Design button_debouncer, sky130hd; sources not shown.
Figure 1. Signal wires by layer.
Two of the layers only.
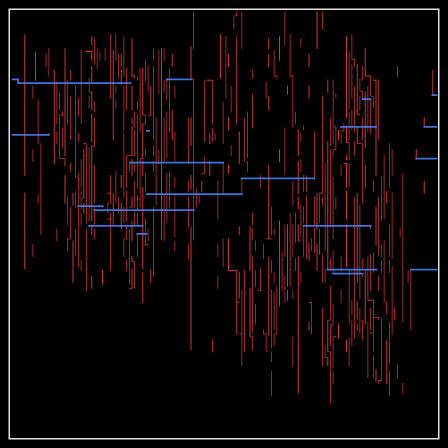
[blue] metal 3 | wire length: 151 µm
[red] metal 2 | wire length: 2230 µm
final WL: 4390 µm
aggregate global-route resource usage: 17.6%
Avg WL per Cell: 12.6 µm
via count: 1967

Figure 2. Cell area per tile.
Bar = 20 µm. The die is cut into 7 by 7 equal tiles; dark purple is low, yellow is high, 0 to 100% covered.
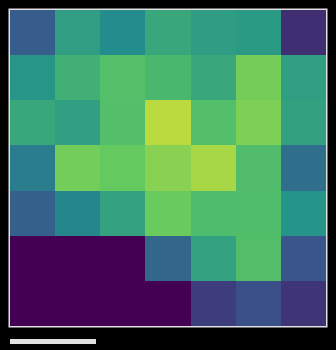
nearly empty tiles: 14%
tiles over 75% full: 16%
mean over tiles: 48%
fullest tile: 90%
densest ninth of the die: center
Core Region: 4690 µm²
final core utilization: 56.9%
Initial Util: 51.4%

Figure 3. Clock wiring as the flow saved it.
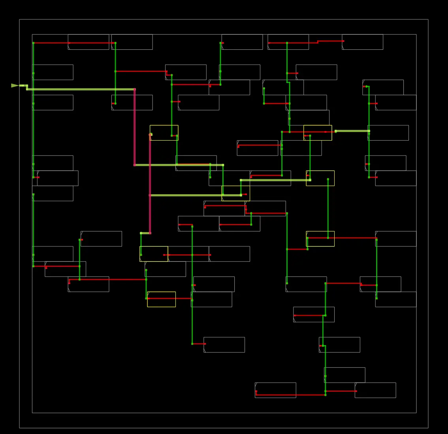
sequential cells: 52
# clk buffers: 7
CTS buffer count: 5
clk_lat worst skew: 0.30 ns

Figure 4. Signal metal coverage by tile.
The die is cut into 15 by 15 equal tiles; dark purple is low, yellow is high, scaled to the fullest tile. Values are wire area over tile area, all layers added.
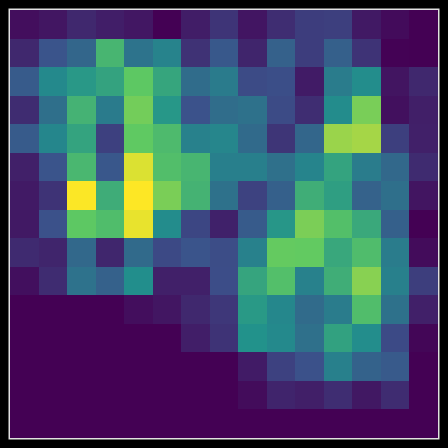
tiles over half the peak: 20%
nearly empty tiles: 22%
emptiest ninth of the die: south-west
fullest tile: 0.45

Figure 5. Register map, names as in the netlist.
Bar = 20 µm. Other sequential cells in the stronger gray, the rest of the logic in the fainter gray.
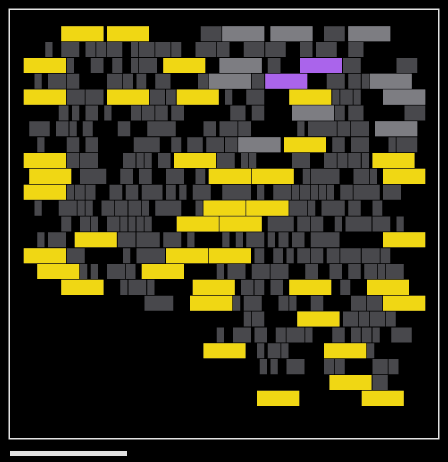
[yellow] g_ch.u_ch/r_cnt | sequential cells: 40
[purple] g_ch.u_ch/r_s2 | sequential cells: 2
sequential power: 0.617 mW
Seq area share: 39.0%
Flop area: 1040 µm²

==> job_summary.md <==
## PnR job results

| Metric | Value |
|---|---|
| Max FFs per register | `40` |
| Yosys chip area | `~2400 µm²` |
| Flop-to-flop setup slack | `between 1 and 1.5 ns` |
| Largest net degree at the start of global routing | `19` |
| M1 WL | `~2000 µm` |
| Met2 Track Usage GR | `between 30% and 40%` |
| Die area | `between 5000 and 6000 µm²` |
| DRT iter0 DRCs | `a little under 90` |
| Busiest grt layer | `met2` |
| Gr ovfl total | `0` |
| Worst reg-to-reg path cell count | `6` |
| Post-route cell area | `between 2000 and 3000 µm²` |
| Mi-comb count | `about 200` |
| Via density | `~5.7` |
| Detail Placement HPWL | `around 3200 µm` |
| Ys flops | `~52` |
| Fill count | `~430` |
| Drt drc | `0` |
| Clock transition at path regs | `around 0.080 ns` |
| # port buffers | `11` |
| Synth Instances | `between 200 and 300` |
| Fmax | `0.310 GHz` |
| Final TNS setup | `0 ns` |
| Pre-CTS setup slack | `between 0.5 and 0.6 ns` |
| Top cell excl fill/tap | `dfxtp_1` |
| Initial antenna violation count | `0` |
| Top Layout Cells | `dfxtp_1 (52), nor2_1 (34), xnor2_1 (24)` |
| Met3 WL | `150 µm` |
| DP Cell Count | `339` |
| Die height | `73.4 µm` |
| Final Power | `around 1.0 mW` |
| Postcts setup bufs | `0` |
| Num ports | `12` |
| Worst VDD drop | `approximately 0.21 mV` |
| OpenROAD warnings | `28` |
| Non-clock buffers, area share | `a little under 5%` |
| Pwr dens | `about 370 nW/µm²` |
| Clk tree area frac | `roughly 3.6%` |
| Synth Net Count | `288` |
| N_diodes | `0` |
| Comb gate area | `approximately 1300 µm²` |
| Crit start category | `flop` |
| Sinks on Clock Net | `between 50 and 60` |
| Placed inst area | `2560 µm²` |
| RSZ-0062 raised after global routing | `false` |
| Buffers excl. clock | `14` |
| Vias in the first global route | `1786` |
| WS Path Type | `reg2out` |
| Hold path depth | `1` |
| Max cap viols | `0` |
| M3 GR Usage | `around 3.8%` |
| CP required | `approximately 2.2 ns` |
| Outcome | `finished clean` |
| Global-route wire length before repair | `7610 µm` |
| Met1 Use GR | `a little over a fifth` |
| HP Class | `reg2reg` |
| Worst-Margin Slew | `just over 0.7 ns` |
| Post-Syn Area per Cell | `~8.6 µm²` |
| # hold bufs at CTS | `0` |
| Pre-Repair DR Iteration Count | `5` |
| Worst hold slack | `roughly 0.24 ns` |
| PostCTS Resize Cnt | `0` |
| Max transition margin | `approximately 52%` |
| Setup crit end kind | `output port` |
| CTS root buffer | `clkbuf_8` |
| Well Taps | `around 54` |
| Max Transition Viols Final | `0` |
| Top class by area | `multi-input combinational cells` |
| Setup Viol. Count Final | `0` |
| Chip Width | `approximately 73 µm` |
| Crit path DAT | `2.01 ns` |
| CTS Buffer Depth | `2` |
| Top Metal Used | `met4` |
| Share of post-route cells with drive strength above 1 | `~7.5%` |
| Area grow syn2layout | `10.7%` |
| Tcrit/Tclk final | `~95%` |
| Fin cells | `between 300 and 400` |
| Final net count | `approximately 300` |
| Antenna Nets Post-Route | `0` |
| Cell variety after synth | `34` |
| Met2 WL post-DR | `around 2200 µm` |
| Leakage | `between 0.7 and 0.8 nW` |
| Final critical-path required period | `around 3.2 ns` |
| Crit-path max FO | `5` |
| # Cells Yosys | `280` |
| H-tree depth | `2` |
| Final worst slack | `between 0.15 and 0.2 ns` |
| Share of cell area taken by multi-input logic gates | `47.4%` |
| TritonCTS clock tree | `done` |
| Synth Seq Share | `between 40 and 50%` |
| Synth warnings | `6` |
| Final count of hold timing violations | `0` |
| FP Rows | `25` |
| Non-clk invs | `18` |
| Mapped Area | `between 2000 and 2500 µm²` |
-- worst max-delay path: stages (launching register included) --
cell and delay (ns):
dfxtp_1 0.34, nor4_1 0.40, and2_1 0.30, nand4_1 0.12, clkdlybuf4s50_1 0.56
-- synth_stat cells (all sizes together) --
| cell type | count | area, µm² |
|---|---|---|
| a21oi | 10 | 50.1 |
| a31o | 2 | 17.5 |
| a31oi | 2 | 12.5 |
| and2 | 4 | 25.0 |
| and3 | 4 | 25.0 |
| and4 | 2 | 17.5 |
| buf | 6 | 30.0 |
| clkbuf | 2 | 7.51 |
| dfxtp | 52 | 1040 |
| ha | 4 | 50.1 |
| inv | 18 | 67.6 |
| nand2 | 14 | 52.6 |
| nand2b | 2 | 12.5 |
| nand3 | 14 | 80.1 |
| nand4 | 14 | 100 |
| nor2 | 34 | 128 |
| nor2b | 4 | 25.0 |
| nor3 | 12 | 60.1 |
| nor3b | 2 | 15.0 |
| nor4 | 16 | 100 |
| nor4b | 2 | 17.5 |
| o21ai | 4 | 20.0 |
| o2bb2ai | 2 | 17.5 |
| o31ai | 6 | 45.0 |
| or2 | 6 | 37.5 |
| or3 | 4 | 25.0 |
| or4 | 8 | 67.6 |
| xnor2 | 24 | 210 |
| xor2 | 6 | 52.6 |
-- power by group --
group	switching [mW]	leakage, nW	total (mW)	internal (mW)
logic	0.00832	0.295	0.0193	0.0110
registers	0.00415	0.420	0.617	0.612
clock network	0.183	0.0503	0.364	0.181
total	0.195	0.765	1.00	0.805
-- logic make-up after synthesis --
group                    Yosys count  synth area share [%]
adder cells (fa/ha/maj)            4                  2.08
XOR/XNOR                          30                  10.9
buffers and inverters             26                  4.36
AND-OR/OR-AND                     26                  6.75
flip-flops                        52                  43.2
AND/OR/NAND/NOR                  142                  32.7
No activity file was given, so power comes from the tool's default toggle rates.
